--- src/rtl/pin_lock_ctrl.sv ---
// pin_lock_ctrl: PIN-entry lock controller with timed grant,
// failure counting, alarmed lockout and field PIN reprogramming.
//
// Ports:
//   clk       in   rising-edge system clock
//   rstn      in   asynchronous active-low reset
//   enter     in   single-cycle attempt strobe (inpin sampled when high)
//   inpin     in   submitted PIN [PIN_W]
//   prog_req  in   level; with a matching enter requests a PIN change
//   alarm_clr in   single-cycle supervisor clear
//   access    out  grant, high for ACCESS_CYCLES cycles
//   alarm     out  latched alarm
//   locked    out  high while in LOCKOUT
//   prog_mode out  high while in PROG
//   fail      out  one-cycle pulse per wrong attempt
//   count     out  consecutive-failure count [CNT_W]
//
// Build option: define LOCK_AUTO_UNLOCK_EN to leave LOCKOUT on its own
// after LOCKOUT_CYCLES cycles; otherwise only alarm_clr or reset exit it.
module pin_lock_ctrl #(
    parameter int unsigned       PIN_W          = 16,
    parameter int unsigned       MAX_TRIES      = 3,
    parameter int unsigned       ACCESS_CYCLES  = 8,
    parameter int unsigned       LOCKOUT_CYCLES = 1024,
    parameter logic [PIN_W-1:0]  RESET_PIN      = {PIN_W{1'b0}},
    localparam int unsigned      CNT_W_RAW      = $clog2(MAX_TRIES + 1),
    localparam int unsigned      CNT_W          = (CNT_W_RAW < 1) ? 1 : CNT_W_RAW
) (
    input  logic             clk,
    input  logic             rstn,
    input  logic             enter,
    input  logic [PIN_W-1:0] inpin,
    input  logic             prog_req,
    input  logic             alarm_clr,
    output logic             access,
    output logic             alarm,
    output logic             locked,
    output logic             prog_mode,
    output logic             fail,
    output logic [CNT_W-1:0] count
);

    // One shared down-counter serves both the grant and lockout windows.
    localparam int unsigned TMR_MAX =
        (ACCESS_CYCLES > LOCKOUT_CYCLES) ? ACCESS_CYCLES : LOCKOUT_CYCLES;
    localparam int unsigned TMR_W_RAW = $clog2(TMR_MAX + 1);
    localparam int unsigned TMR_W     = (TMR_W_RAW < 1) ? 1 : TMR_W_RAW;

    // Timer is loaded with N-1 on entry and the state is left when it
    // reads zero, giving exactly N cycles in the state.
    localparam logic [TMR_W-1:0] ACC_LD  = TMR_W'(ACCESS_CYCLES - 1);
    localparam logic [CNT_W-1:0] CNT_MAX = CNT_W'(MAX_TRIES);
    localparam logic [CNT_W-1:0] CNT_ONE = CNT_W'(1);
    localparam logic [TMR_W-1:0] TMR_ONE = TMR_W'(1);

    localparam logic [1:0] S_IDLE  = 2'd0;
    localparam logic [1:0] S_GRANT = 2'd1;
    localparam logic [1:0] S_PROG  = 2'd2;
    localparam logic [1:0] S_LOCK  = 2'd3;

    logic [1:0]       state_q,  state_d;
    logic [PIN_W-1:0] pin_q,    pin_d;
    logic [CNT_W-1:0] count_q,  count_d;
    logic [TMR_W-1:0] tmr_q,    tmr_d;
    logic             access_q, access_d;
    logic             alarm_q,  alarm_d;
    logic             locked_q, locked_d;
    logic             prog_q,   prog_d;
    logic             fail_q,   fail_d;

    logic             match;
    logic [CNT_W-1:0] count_inc;

    assign match     = (inpin == pin_q);
    assign count_inc = count_q + CNT_ONE;

    always_comb begin
        state_d  = state_q;
        pin_d    = pin_q;
        count_d  = count_q;
        tmr_d    = tmr_q;
        access_d = access_q;
        alarm_d  = alarm_q;
        locked_d = locked_q;
        prog_d   = prog_q;
        fail_d   = 1'b0;

        unique case (state_q)
            S_IDLE: begin
                if (alarm_clr) alarm_d = 1'b0;
                if (enter) begin
                    if (match) begin
                        count_d = '0;
                        if (prog_req) begin
                            state_d = S_PROG;
                            prog_d  = 1'b1;
                        end else begin
                            state_d  = S_GRANT;
                            access_d = 1'b1;
                            tmr_d    = ACC_LD;
                        end
                    end else begin
                        fail_d  = 1'b1;
                        count_d = count_inc;
                        // Lockout overrides a same-cycle alarm_clr.
                        if (count_inc == CNT_MAX) begin
                            state_d  = S_LOCK;
                            locked_d = 1'b1;
                            alarm_d  = 1'b1;
`ifdef LOCK_AUTO_UNLOCK_EN
                            tmr_d    = TMR_W'(LOCKOUT_CYCLES - 1);
`endif
                        end
                    end
                end
            end
            S_GRANT: begin
                if (alarm_clr) alarm_d = 1'b0;
                if (tmr_q == '0) begin
                    state_d  = S_IDLE;
                    access_d = 1'b0;
                end else begin
                    tmr_d = tmr_q - TMR_ONE;
                end
            end
            S_PROG: begin
                if (alarm_clr) alarm_d = 1'b0;
                if (!prog_req) begin
                    state_d = S_IDLE;
                    prog_d  = 1'b0;
                end else if (enter) begin
                    pin_d   = inpin;
                    state_d = S_IDLE;
                    prog_d  = 1'b0;
                end
            end
            S_LOCK: begin
                // Enter is dropped here; a clear always wins.
                if (alarm_clr) begin
                    state_d  = S_IDLE;
                    count_d  = '0;
                    locked_d = 1'b0;
                    alarm_d  = 1'b0;
                    tmr_d    = '0;
                end
`ifdef LOCK_AUTO_UNLOCK_EN
                else if (tmr_q == '0) begin
                    // Alarm stays latched until a supervisor clear.
                    state_d  = S_IDLE;
                    count_d  = '0;
                    locked_d = 1'b0;
                end else begin
                    tmr_d = tmr_q - TMR_ONE;
                end
`endif
            end
            default: begin
                state_d = S_IDLE;
            end
        endcase
    end

    always_ff @(posedge clk or negedge rstn) begin
        if (!rstn) begin
            state_q  <= S_IDLE;
            pin_q    <= RESET_PIN;
            count_q  <= '0;
            tmr_q    <= '0;
            access_q <= 1'b0;
            alarm_q  <= 1'b0;
            locked_q <= 1'b0;
            prog_q   <= 1'b0;
            fail_q   <= 1'b0;
        end else begin
            state_q  <= state_d;
            pin_q    <= pin_d;
            count_q  <= count_d;
            tmr_q    <= tmr_d;
            access_q <= access_d;
            alarm_q  <= alarm_d;
            locked_q <= locked_d;
            prog_q   <= prog_d;
            fail_q   <= fail_d;
        end
    end

    assign access    = access_q;
    assign alarm     = alarm_q;
    assign locked    = locked_q;
    assign prog_mode = prog_q;
    assign fail      = fail_q;
    assign count     = count_q;

endmodule

--- config.mk ---
export PLATFORM = sky130hd
export DESIGN_NAME = pin_lock_ctrl
export DESIGN_NICKNAME = d
export VERILOG_FILES = /design/src/rtl/pin_lock_ctrl.sv
export SDC_FILE = /design/constraint.sdc
export NUM_CORES = 1
export LEC_CHECK = 0
export CORE_ASPECT_RATIO = 1.75
export CORE_UTILIZATION = 24
export DETAILED_ROUTE_END_ITERATION = 10
export GPL_TIMING_DRIVEN = 0
export PLACE_DENSITY_LB_ADDON = 0.25
export SLEW_MARGIN = 20
export SYNTH_ARGS = -nofsm -noshare
export SYNTH_HDL_FRONTEND = slang
export SYNTH_SLANG_ARGS = --single-unit
--- constraint.sdc ---
create_clock -name clk -period 2.3 [get_ports clk]
set_input_delay 0.46 -clock clk [delete_from_list [all_inputs] [get_ports clk]]
set_output_delay 0.46 -clock clk [all_outputs]
set_load 0.02 [all_outputs]
### Clock wiring as the flow saved it

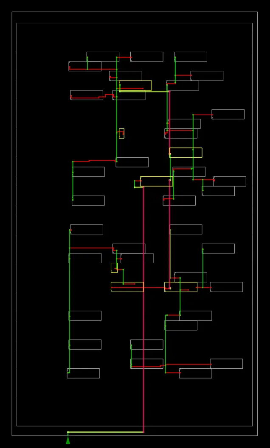
Flops: 36
clkbuf count: 6
CTS Sinks: 36
clock group power: 627 uW
total clock buffers created by CTS: 5

### Placed cells, one color a class

Scale bar: 20 um. Fill, decap, tap and diode cells in gray.
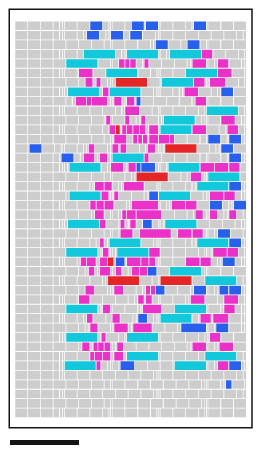
blue -> other buffers and delay cells  # cells 39, share of their area 15%
magenta -> all other logic  # cells 133, share of their area 42%
red -> clock drivers and dummy loads  # cells 7, share of their area 5.5%
cyan -> flip-flops  # cells 36, share of their area 37%
flop share of the area: 35.6%
design area: 2530 um^2
num rows: 42
final core area utilization: 33.2%

### Signal wires on met2

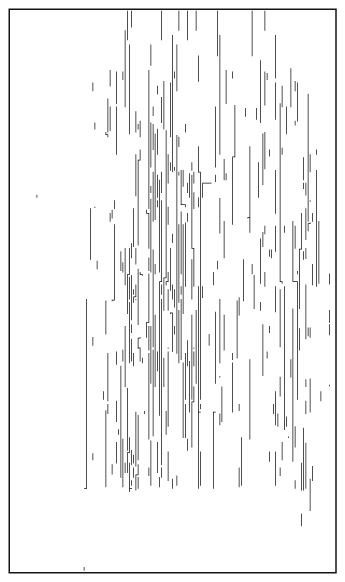
nets with wire on the layer = 211
main direction = vertical
wire length on this layer = 2320 um

### Cell sizes after repair

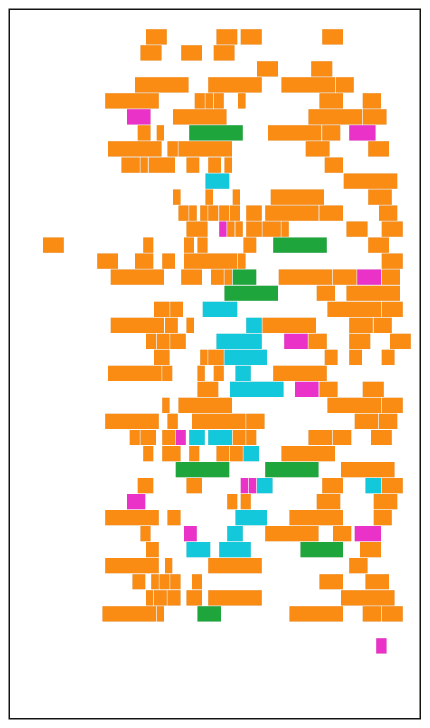
orange -> drive 1 or less  # cells 178
green -> drive 6 and up  # cells 8
magenta -> drive 2  # cells 13
cyan -> drive 3 to 4  # cells 16
area grow syn2layout: 32.2%
Repair and plain buffers: 39
final worst slack: 0.0232 ns

==> notes.md <==
fresh numbers from the pnr run: Synthesized Nets 199, number of enable flip-flop cells 0, switching fraction of total power 35.3%, Largest delay share family, worst path simple AND/OR/NAND/NOR gates, cell taking the most area after synthesis dfrtp_1, Power, Total 2860 uW, crit path DRT 2.46 ns, Biggest Area Class combinational gates, clock-cell share of area 5.29%, I/O pin count 28, Synth top cell by count dfrtp_1, initial DRC count 40, diodes inserted 0, worst-path fanout max 6, buffering overhead 14.5%, CP max stage delay 0.50 ns, max_slew headroom 56.1%, outcome finished, final reports clean, Tcrit/Tclk final 99.0%, Yosys chip area 1910 um^2
registers in the layout (all words and copies together) (netlist names):
register and cells:
alarm 1, state_q 2, tmr_q 11, prog_mode 1
pin_q 16, count 2, access 1, fail 1
locked 1
power groups by stage:
| stage | clock [uW] | sequential [uW] | combinational (uW) |
|---|---|---|---|
| 2_1_floorplan | 0 | 1090 | 708 |
| 3_3_place_gp | 0 | 1060 | 1050 |
| 3_5_place_dp | 0 | 1070 | 1070 |
| 4_1_cts | 656 | 1050 | 1170 |
| 5_1_grt | 674 | 1080 | 1300 |
| 6_report | 627 | 1050 | 1180 |
how the worst max path moves through the flow:
stage	start	endpoint	slack, ns
2_1_floorplan	tmr_q[0]	tmr_q[0]	-0.05
3_3_place_gp	inpin[7]	tmr_q[3]	-0.41
3_5_place_dp	inpin[7]	tmr_q[3]	-0.47
4_1_cts	tmr_q[1]	tmr_q[0]	0.03
5_1_grt	tmr_q[1]	tmr_q[0]	-0.06
6_report	tmr_q[1]	tmr_q[0]	0.02
metrics by stage:
step | instances | utilization [%] | setup slack, ns | hold slack [ns]
floorplan | 176 | - | -0.0503 | 0.164
global placement | 291 | 30.1 | -0.414 | 0.461
detailed placement | 292 | 30.3 | -0.466 | 0.328
CTS | 303 | 32.8 | 0.0265 | 0.0301
global route | 303 | 33.2 | -0.0583 | 0.0463
finish | 303 | 33.2 | 0.0232 | 0.0322
metal layers:
layer / routed length (um) / vias up / GRT usage [%]
met5: 0 / - / 0
met4: 167 / 0 / 8.16
met3: 155 / 10 / 2.43
met2: 2320 / 30 / 20.9
met1: 1660 / 708 / 10.8
li1: - / 713 / -
timing repair:
item,in CTS,in global routing
endpoints found under the setup margin,24,19
resized,6,8
pin swaps,2,4
setup buffers,6,1
Power figures rest on the tool's default switching activity, not on a simulated workload.
